run_1/logic_types.png
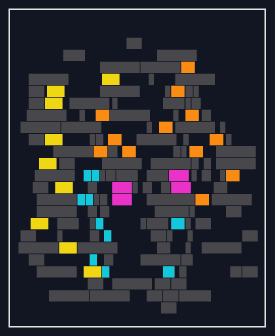
run_1/clocks.png
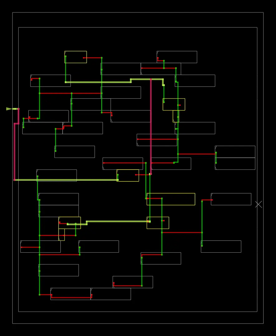
run_1/clk_routes.png
Bar = 20 um.
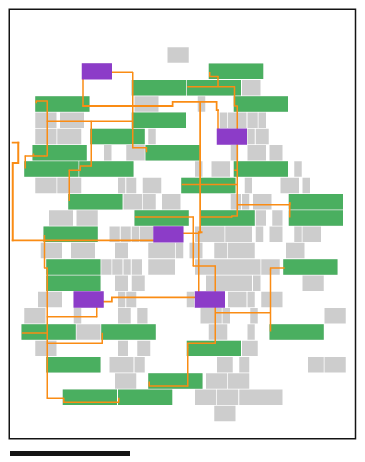
run_1/placement_by_type.png
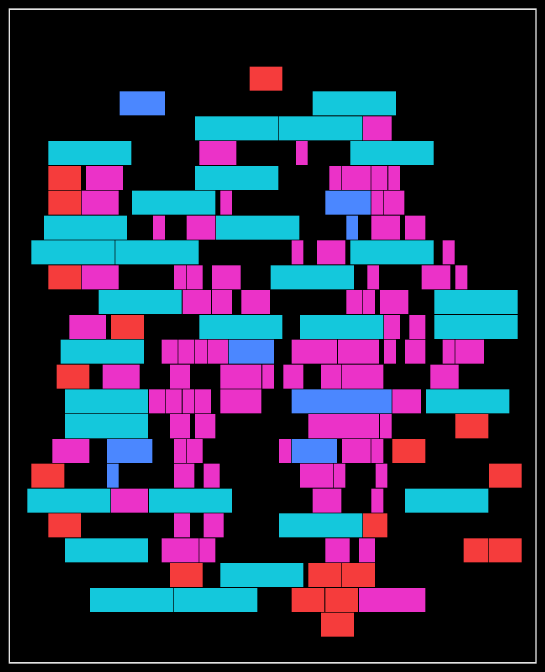
<file path="config.mk">
export PLATFORM = sky130hd
export DESIGN_NAME = stoch_mult_accum_flat
export DESIGN_NICKNAME = d
export VERILOG_FILES = /design/src/rtl/stoch_mult_accum_if.sv /design/src/rtl/stoch_mult_accum.sv /design/src/flat_wrapper.sv
export SDC_FILE = /design/constraint.sdc
export NUM_CORES = 1
export LEC_CHECK = 0
export ABC_AREA = 0
export ABC_CLOCK_PERIOD_IN_PS = 4100
export CAP_MARGIN = 40
export CORE_ASPECT_RATIO = 1.25
export CORE_UTILIZATION = 35
export DETAILED_ROUTE_END_ITERATION = 7
export SLEW_MARGIN = 0
export SYNTH_ARGS = -nofsm -noshare
export SYNTH_HDL_FRONTEND = slang
export SYNTH_SLANG_ARGS = --single-unit
export TNS_END_PERCENT = 5
</file>
<file path="constraint.sdc">
create_clock -name i_clk -period 4.1 [get_ports i_clk]
set_clock_uncertainty 0.15 [all_clocks]
set_input_delay 0.82 -clock i_clk [delete_from_list [all_inputs] [get_ports i_clk]]
set_output_delay 0.82 -clock i_clk [all_outputs]
set_load 0.005 [all_outputs]
</file>
<file path="src/rtl/stoch_mult_accum_if.sv">
// ---------------------------------------------------------------------------
// stoch_mult_accum_if
// Purpose : bundles the stream/control inputs and the product/estimate
//           outputs of stoch_mult_accum into one port.
// Signals : i_en     stream enable (gates product bit and window advance)
//           i_start  one-cycle request to begin or restart a window
//           i_din    N input stochastic bitstreams
//           o_dout   registered product bitstream
//           o_count  ones count of the last completed window (W+1 bits)
//           o_done   one-cycle pulse, o_count valid in that cycle
//           o_busy   high while a window is in progress
// Modports: master drives the inputs (stimulus side), slave is the block.
// ---------------------------------------------------------------------------
interface stoch_mult_accum_if #(
    parameter int N = 3,
    parameter int W = 8
);
    logic         i_en;
    logic         i_start;
    logic [N-1:0] i_din;
    logic         o_dout;
    logic [W:0]   o_count;
    logic         o_done;
    logic         o_busy;

    modport master (
        output i_en, i_start, i_din,
        input  o_dout, o_count, o_done, o_busy
    );

    modport slave (
        input  i_en, i_start, i_din,
        output o_dout, o_count, o_done, o_busy
    );
endinterface

</file>
<file path="src/rtl/stoch_mult_accum.sv">
// ---------------------------------------------------------------------------
// stoch_mult_accum
// Purpose : N-input stochastic multiplier (AND for unipolar, XNOR cascade
//           for bipolar) with a windowed ones counter. Counts product ones
//           over 2^W enabled cycles, then reports the count with a DONE
//           pulse.
// Ports   : i_clk    system clock, rising edge
//           i_rst_n  asynchronous active-low reset
//           io_bus   stoch_mult_accum_if.slave (en, start, din in;
//                    dout, count, done, busy out)
// Params  : N (inputs, >=1), W (log2 window, 1..16), MODE (0 AND, 1 XNOR)
// Macro   : STOCH_MULT_CONT_EN -- continuous mode; DONE goes straight back
//           to RUN and the enabled cycle coincident with DONE is counted
//           as cycle 1 of the next window. Undefined: single-shot.
// ---------------------------------------------------------------------------
// state  | meaning
// S_IDLE | waiting for START, BUSY=0
// S_RUN  | window in progress, counting product ones on enabled cycles
// S_DONE | one cycle, DONE=1, COUNT holds the finished window's total
// ---------------------------------------------------------------------------
module stoch_mult_accum #(
    parameter int N    = 3,
    parameter int W    = 8,
    parameter int MODE = 0
) (
    input  logic                i_clk,
    input  logic                i_rst_n,
    stoch_mult_accum_if.slave   io_bus
);
    typedef enum logic [1:0] {
        S_IDLE = 2'd0,
        S_RUN  = 2'd1,
        S_DONE = 2'd2
    } state_t;

    // Value of the window counter on the last enabled cycle of a window.
    localparam logic [W:0] C_LAST = {1'b0, {W{1'b1}}};

    state_t     r_state;
    state_t     w_state_nxt;
    logic       r_out;
    logic [W:0] r_acc;
    logic [W:0] r_wcnt;
    logic [W:0] r_count;

    logic       w_prod;
    logic [W:0] w_prod_ext;
    logic       w_clr;
    logic       w_inc;
    logic       w_load;
    logic [W:0] w_acc_nxt;
    logic [W:0] w_wcnt_nxt;
    logic       w_busy;

    // Product bit: AND chain, or left-to-right XNOR cascade. N=1 passes IN[0].
    always_comb begin
        w_prod = io_bus.i_din[0];
        for (int k = 1; k < N; k++) begin
            if (MODE == 0) begin
                w_prod = w_prod & io_bus.i_din[k];
            end else begin
                w_prod = ~(w_prod ^ io_bus.i_din[k]);
            end
        end
    end

    assign w_prod_ext = {{W{1'b0}}, w_prod};

    always_ff @(posedge i_clk or negedge i_rst_n) begin
        if (!i_rst_n) begin
            r_state <= S_IDLE;
        end else begin
            r_state <= w_state_nxt;
        end
    end

    always_comb begin
        w_state_nxt = r_state;
        w_clr       = 1'b0;
        w_inc       = 1'b0;
        w_load      = 1'b0;
        case (r_state)
            S_IDLE: begin
                if (io_bus.i_start) begin
                    w_state_nxt = S_RUN;
                    w_clr       = 1'b1;
                end
            end
            S_RUN: begin
                if (io_bus.i_start) begin
                    // Restart: this cycle's product bit is discarded.
                    w_clr = 1'b1;
                end else if (io_bus.i_en) begin
                    w_inc = 1'b1;
                    if (r_wcnt == C_LAST) begin
                        w_state_nxt = S_DONE;
                        w_load      = 1'b1;
                    end
                end
            end
            S_DONE: begin
`ifdef STOCH_MULT_CONT_EN
                // Clear and, unless restarting, count this cycle as the
                // first one of the next window so no stream bit is lost.
                w_state_nxt = S_RUN;
                w_clr       = 1'b1;
                w_inc       = io_bus.i_en & ~io_bus.i_start;
`else
                w_state_nxt = io_bus.i_start ? S_RUN : S_IDLE;
                w_clr       = io_bus.i_start;
`endif
            end
            default: begin
                w_state_nxt = S_IDLE;
            end
        endcase

        w_acc_nxt  = (w_clr ? '0 : r_acc) + (w_inc ? w_prod_ext : '0);
        w_wcnt_nxt = (w_clr ? '0 : r_wcnt) + {{W{1'b0}}, w_inc};
    end

    // COUNT is loaded on the final enabled cycle so the finished total is
    // already visible while DONE is high.
    always_ff @(posedge i_clk or negedge i_rst_n) begin
        if (!i_rst_n) begin
            r_out   <= 1'b0;
            r_acc   <= '0;
            r_wcnt  <= '0;
            r_count <= '0;
        end else begin
            r_out  <= io_bus.i_en & w_prod;
            r_acc  <= w_acc_nxt;
            r_wcnt <= w_wcnt_nxt;
            if (w_load) begin
                r_count <= w_acc_nxt;
            end
        end
    end

`ifdef STOCH_MULT_CONT_EN
    assign w_busy = (r_state != S_IDLE);
`else
    assign w_busy = (r_state == S_RUN);
`endif

    assign io_bus.o_dout  = r_out;
    assign io_bus.o_count = r_count;
    assign io_bus.o_done  = (r_state == S_DONE);
    assign io_bus.o_busy  = w_busy;

endmodule

</file>
<file path="src/flat_wrapper.sv">
// flat-port wrapper written by rule: the top's interface ports become plain ports
module stoch_mult_accum_flat 
#(
    parameter int N    = 3,
    parameter int W    = 8,
    parameter int MODE = 0
)
  (i_clk, i_rst_n, io_bus_i_en, io_bus_i_start, io_bus_i_din, io_bus_o_dout, io_bus_o_count, io_bus_o_done, io_bus_o_busy);
  stoch_mult_accum_if #(.N(N), .W(W)) io_bus_i ();
  input  logic i_clk;
  input  logic i_rst_n;
  input wire logic [$bits(io_bus_i.i_en)-1:0] io_bus_i_en;
  input wire logic [$bits(io_bus_i.i_start)-1:0] io_bus_i_start;
  input wire logic [$bits(io_bus_i.i_din)-1:0] io_bus_i_din;
  output wire logic [$bits(io_bus_i.o_dout)-1:0] io_bus_o_dout;
  output wire logic [$bits(io_bus_i.o_count)-1:0] io_bus_o_count;
  output wire logic [$bits(io_bus_i.o_done)-1:0] io_bus_o_done;
  output wire logic [$bits(io_bus_i.o_busy)-1:0] io_bus_o_busy;
  assign io_bus_i.i_en = io_bus_i_en;
  assign io_bus_i.i_start = io_bus_i_start;
  assign io_bus_i.i_din = io_bus_i_din;
  assign io_bus_o_dout = io_bus_i.o_dout;
  assign io_bus_o_count = io_bus_i.o_count;
  assign io_bus_o_done = io_bus_i.o_done;
  assign io_bus_o_busy = io_bus_i.o_busy;
  stoch_mult_accum #(.N(N), .W(W), .MODE(MODE)) u_core (.i_clk(i_clk), .i_rst_n(i_rst_n), .io_bus(io_bus_i));
endmodule
</file>
==> job_summary.md, run 1 <==
## Synthesis and layout report

| Metric | Value |
|---|---|
| Status | `finished, violations left` |
| Failing checks | `design-rule violations` |
| CTS H-tree lvls | `2` |
| Number of different library cells in the post-synthesis netlist | `24` |
| Final RePlAce weighted congestion | `between 0.7 and 0.8` |
| Sequential share of the synthesized area | `0.556` |
| First drt pass iteration count | `6` |
| Boundary Pins | `19` |
| DIE HEIGHT | `between 70 and 80 um` |
| Compound-Gate Fraction of Synth Area | `0.0491` |
| Flip-flop and latch area | `about 750 um2` |
| Die Wd | `roughly 58 um` |
| Number of design-rule violations left by the first detailed-router iteration | `roughly 44` |
| Standard-cell row count | `24` |
| Total of max-cap violations | `0` |
| Hold buffer count at cts | `0` |
| Layout Nets | `between 150 and 200` |
| Final-layout worst hold slack | `between 300 and 400 ps` |
| Number of enable-type register cells in the synthesized netlist | `0` |
| Levels on crit path | `8` |
| Die Size | `approximately 4100 um2` |
| Area growth, synth to finish | `25.7%` |
| Max-slew violation count | `0` |
| Minimum clock period | `between 2000 and 3000 ps` |
| Filler cells | `346` |
| Number of buffers inserted to repair setup after CTS | `0` |
| Clock transition at path regs | `around 60 ps` |
| Length in cells of the worst reg-to-reg path | `8` |
| Fraction of layout cells with a size suffix above 1 | `0.155` |
| Detailed-route DRC error count | `1` |
| Number of sinks driven by the clock tree | `30` |
| Hold Path Sink | `u_core.io_bus.o_count[1]$_DFFE_PN0P_` |
| Synthesis-stage register bit count | `30` |
| Total of warnings raised by yosys | `0` |
| Largest family of logic cells by area | `simple AND/OR/NAND/NOR gates` |
| Category of the most critical setup path | `primary input to register` |
| Pin count of the biggest net entering global routing | `31` |
| Buffer depth of the longest clock path | `2` |
| CP startpoint | `io_bus_i_en` |
| Placed cell areas | `1590 um2` |
| Area fraction in and, or, nand and nor cells after synthesis | `0.194` |
| CTS tree | `built` |
| Highest clock frequency the design can meet | `between 300 and 400 MHz` |
| Library cell used as clock root buffer | `clkbuf_8` |
| Wire length of the first global-routing pass | `roughly 4600 um` |
| GR Util All Layers | `0.151` |
| Hold path depth | `1` |
| Number of antenna violations at the first check in global routing | `0` |
| Measured slew at the worst slew-check pin | `680 ps` |
| Summed negative setup slack over all endpoints | `0 ps` |
| Arrival time worst endpoint | `2700 ps` |
| Area fraction in full adders, half adders and majority gates | `0.0371` |
| Dominant cell type by area after synthesis | `dfrtp_1` |
| Data required time at the worst endpoint | `around 4200 ps` |
| Power density normalized to cell area | `approximately 360 nW/um2` |
| Async set-or-reset flop fraction in the synthesized netlist | `1.00` |
| Unrepaired setup endpoints after global routing | `false` |
| Dominant logic cell types in the final layout | `dfrtp_1, clkdlybuf4s50_1, nor2_1` |
| Number of well taps | `39` |
| Total overflow reported by the global router | `0` |
| Overall Power | `between 0.0006 and 0.0007 W` |
| Cell-by-cell trace of the critical path | `clkdlybuf4s50_1 > nand3b_4 > nor2_1 > ha_1 > nand4_1 > or3_1 > a21oi_1 > mux2_2` |
| Post-synth top area share | `0.556` |
| Count of input and output buffers | `18` |
| Nonclk inv count | `3` |
| Final clock-cell share | `0.0627` |
| Top cells by area | `dfrtp_1, mux2_2, xor2_1, ha_1, nor2_1` |
| Worst vdd rail ir drop | `between 0.00015 and 0.0002 V` |
| Placed Instances | `~170` |
| Net count of the mapped netlist | `roughly 130` |
| Ys flop type | `dfrtp_1` |
| Reg-to-Reg End | `u_core.io_bus.o_count[8]$_DFFE_PN0P_` |
| Cell area after synthesis | `1350 um2` |
| Vias in the first global route | `about 1000` |
| Count of mapped cells out of synthesis | `115` |
| Final number of hold-violating endpoints | `0` |
| Critical path buffers and inverters | `1` |
| Most used standard cells in the synthesized netlist | `dfrtp_1, nor2_1, mux2_2, nand2_1, xor2_1` |
## Picture notes: logic_types.png
colour	family	cells
yellow	mux cells	9
cyan	aoi and oai cells	10
orange	xor and xnor cells	12
magenta	fa/ha/maj cells	4
highest-count logic cell in the final layout: dfrtp_1
number of non-filler instances in the completed layout: 181
share of the final layout cell area in multi-input gates: 0.344

## Picture notes: clocks.png
CTS Buf Count: 5
flip-flops: 30

## Picture notes: clk_routes.png
[orange] clock wires | length: 409 um
[purple] clock drivers | count: 5
[green] flip-flops | count: 30
flops lie	spread over the die
Clk. pwr: 0.000288 W
portion of total power attributed to the clock network: 0.470
clock latency at the later pin of the worst-skew pair: 280 ps

## Picture notes: placement_by_type.png
colour	class	cells	share of their area
magenta	combinational and other logic	84	36%
red	remaining buffers and delay cells	20	12%
blue	clock drivers and dummy loads	8	6.5%
cyan	sequential cells	30	46%
CORE AREA: 3570 um2
share of the core filled with cells: 0.475
share of cell area taken by flip-flops and latches: 0.442

## run 1: power breakdown
| group | internal, W | switching (W) |
|---|---|---|
| registers | 0.000299 | 0.00000168 |
| clock network | 0.000182 | 0.000107 |
| logic | 0.0000107 | 0.0000135 |
| total | 0.000491 | 0.000122 |
## run 1: worst register-to-register path, delay by kind of cell, from the launching register on
| family | cells | cell delay (ps) |
|---|---|---|
| adder cells (fa/ha/maj) | 1 | 260 |
| AND/OR/NAND/NOR | 5 | 930 |
| AND-OR/OR-AND | 1 | 170 |
| multiplexers | 1 | 170 |
| flip-flops | 1 | 430 |
## run 1: routing by layer
layer	share of wire	global-route usage
met2	0.51	0.257
met3	0.046	0.0596
met1	0.43	0.165
met5	0	0
met4	0.016	0.0650
run_1/flops_by_reg.png
Other sequential cells in the stronger grey, the rest of the logic in the fainter grey.
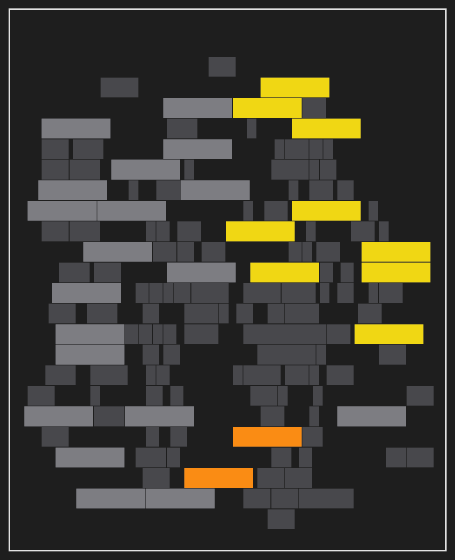

==> run 2: changes to the inputs <==
--- a/config.mk
+++ b/config.mk
@@ -6,7 +6,7 @@
 export NUM_CORES = 1
 export LEC_CHECK = 0
 export ABC_AREA = 0
-export ABC_CLOCK_PERIOD_IN_PS = 4100
+export ABC_CLOCK_PERIOD_IN_PS = 2290
 export CAP_MARGIN = 40
 export CORE_ASPECT_RATIO = 1.25
 export CORE_UTILIZATION = 35
==> constraint.sdc (replaced) <==
create_clock -name i_clk -period 2.29 [get_ports i_clk]
set_clock_uncertainty 0.15 [all_clocks]
set_input_delay 0.458 -clock i_clk [delete_from_list [all_inputs] [get_ports i_clk]]
set_output_delay 0.458 -clock i_clk [all_outputs]
set_load 0.005 [all_outputs]
run_2/flops_by_reg.png
Other sequential cells in the stronger grey, the rest of the logic in the fainter grey.
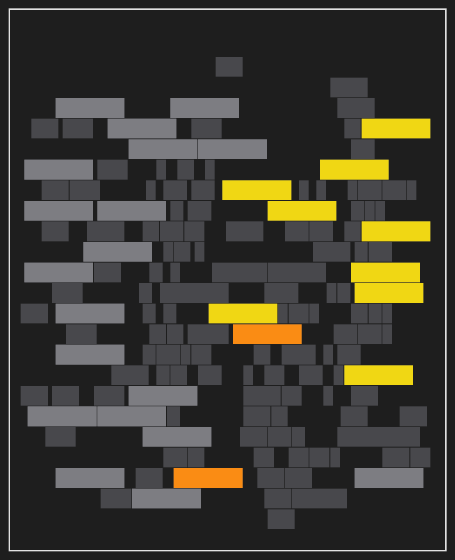
colour	netlist name	placed flops
orange	u_core.r_state	2
yellow	u_core.r_wcnt	9
flip-flop and latch area: 751 um2
power in sequential cells: 0.000538 W
share of the core filled with cells: 0.502
share of cell area taken by flip-flops and latches: 0.418

==> run 2 against run 1 <==
The flow still finishes with violations (design-rule violations). Critical path depth unchanged. Clock power up 84%. Via count up 0.52%. Final cell count up 3.3%. Register-to-register slack worse by 1700 ps. Worst setup slack worse by 1400 ps. Die size unchanged. Synthesized area unchanged. Synthesized cell count unchanged. Largest cell class unchanged.
==> job_summary.md, run 2 <==
## Synthesis and layout report

| Metric | Value |
|---|---|
| Status | `finished, violations left` |
| Failing checks | `design-rule violations` |
| Met2 global-route usage | `0.247 (-0.0103)` |
| Number of buffers inserted to repair setup after CTS | `0 (unchanged)` |
| Total overflow reported by the global router | `0 (unchanged)` |
| Standard-cell row count | `24 (unchanged)` |
| Share of total power consumed by net switching | `0.190 (-0.00887)` |
| DIE HEIGHT | `71.4 um (unchanged)` |
| CP startpoint | `io_bus_i_en` |
| Count of input and output buffers | `18 (unchanged)` |
| Buffer depth of the longest clock path | `2 (unchanged)` |
| Highest-count logic cell in the final layout | `dfrtp_1` |
| Detailed-route DRC error count | `1 (unchanged)` |
| CTS H-tree lvls | `2 (unchanged)` |
| Number of non-filler instances in the completed layout | `187 (+3.3%)` |
| Most used standard cells in the synthesized netlist | `dfrtp_1, nor2_1, mux2_2, nand2_1, xor2_1` |
| Count of mapped cells out of synthesis | `115 (unchanged)` |
| Die Wd | `57.6 um (unchanged)` |
| Power spent charging and discharging nets | `0.000213 W (+75%)` |
| Hold path depth | `1 (unchanged)` |
| Arrival time worst endpoint | `2280 ps (-420 ps)` |
| GR Util All Layers | `0.145 (-0.00614)` |
| Met3 Usage GRT | `0.0560 (-0.00361)` |
| Total of max-cap violations | `0 (unchanged)` |
| Total of warnings raised by yosys | `0 (unchanged)` |
| Ys flop type | `dfrtp_1` |
| GR met1 Demand/Resource | `0.161 (-0.00369)` |
| Fraction of layout cells with a size suffix above 1 | `0.243 (+0.0883)` |
| Measured slew at the worst slew-check pin | `383 ps (-297 ps)` |
| Library cell used as clock root buffer | `clkbuf_8` |
| Boundary Pins | `19 (unchanged)` |
| Power density normalized to cell area | `624 nW/um2 (+73%)` |
| Reg-to-Reg End | `u_core.io_bus.o_count[7]$_DFFE_PN0P_` |
| Minimum clock period | `around 2200 ps` |
| Dominant logic cell types in the final layout | `dfrtp_1, clkdlybuf4s50_1, nor2_1` |
| Area growth, synth to finish | `33.0%` |
| Summed negative setup slack over all endpoints | `0 ps (unchanged)` |
| Overall Power | `0.00112 W (+83%)` |
| Final RePlAce weighted congestion | `0.697 (-6.5%)` |
| Vias in the first global route | `1027 (-2.0%)` |
| Routed length on met2 | `1410 um (+10%)` |
| Dominant cell type by area after synthesis | `dfrtp_1` |
| Cell-by-cell trace of the critical path | `clkdlybuf4s50_1 > nand3b_4 > nor2_2 > ha_2 > nand3_1 > or3_1 > a21oi_2 > mux2_2` |
| Most crowded layer after global routing | `met2` |
| Category of the most critical setup path | `primary input to register` |
| Length of routed met3 wiring | `135 um (+17%)` |
| Cell area after synthesis | `1350 um2 (unchanged)` |
| Hold buffer count at cts | `0 (unchanged)` |
| Final-layout worst hold slack | `360 ps (+0.164 ps)` |
| Area fraction in full adders, half adders and majority gates | `0.0371 (unchanged)` |
| Clock transition at path regs | `60 ps (about the same)` |
| Number of enable-type register cells in the synthesized netlist | `0 (unchanged)` |
| Part of the power in registers | `0.480 (-0.010)` |
| Die Size | `4110 um2 (unchanged)` |
| Pin count of the biggest net entering global routing | `31 (unchanged)` |
| Relative contribution of combinational cells to total power | `0.046 (+0.006)` |
| Max-slew violation count | `0 (unchanged)` |
| Layout Nets | `159 (+4.6%)` |
| Sequential share of the synthesized area | `0.556 (unchanged)` |
| Number of design-rule violations left by the first detailed-router iteration | `35 (-20%)` |
| Compound-Gate Fraction of Synth Area | `0.0491 (unchanged)` |
| Top cells by area | `dfrtp_1, mux2_2, xor2_1, ha_1, nor2_1` |
| First drt pass iteration count | `5 (-1)` |
| Post-synth top area share | `0.556 (unchanged)` |
| Placed Instances | `180 (+4.0%)` |
| Top layer reached by signal wires | `met4` |
| Critical path buffers and inverters | `1 (unchanged)` |
| Wire length of the first global-routing pass | `4470 um (-3.7%)` |
| Number of different library cells in the post-synthesis netlist | `24 (unchanged)` |
| CTS tree | `built` |
| Sum of routed wire segments on met1 | `1050 um (-3.2%)` |
| Levels on crit path | `8 (unchanged)` |
| Internal power | `0.000907 W (+85%)` |
run_2/clocks.png
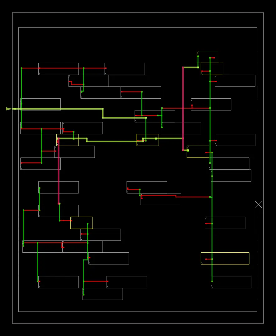
clock buffer instance count of the final layout: 6
number of sinks driven by the clock tree: 30
Clk. pwr: 0.000531 W
clock latency at the later pin of the worst-skew pair: 270 ps

## run 2: power by group through the flow
stage	sequential, W	combinational (W)	clock, W
CTS	0.000538	0.0000512	0.000551
global route	0.000538	0.0000575	0.000568
global placement	0.000547	0.0000502	0
floorplan	0.000547	0.0000155	0
finish	0.000538	0.0000514	0.000531
detailed placement	0.000547	0.0000510	0
## run 2: layout make-up
cell class	instances	area, um2
clock inverters	1	30.0
multi-input cells	81	612
well taps	39	48.8
flip-flops and latches	30	751
clock buffers	6	82.6
repair buffers	27	260
inverters	3	11.3
fillers	322	1780
## run 2: worst reg2reg max path: cells and delay by family (launching register included)
| family | cells | cell delay, ps |
|---|---|---|
| and+or+nand+nor | 5 | 910 |
| DFF | 1 | 430 |
| adders and majority gates | 1 | 240 |
| AOI/OAI and AO/OA | 1 | 170 |
| muxes | 1 | 160 |
No activity file was given, so power comes from the tool's default toggle rates.
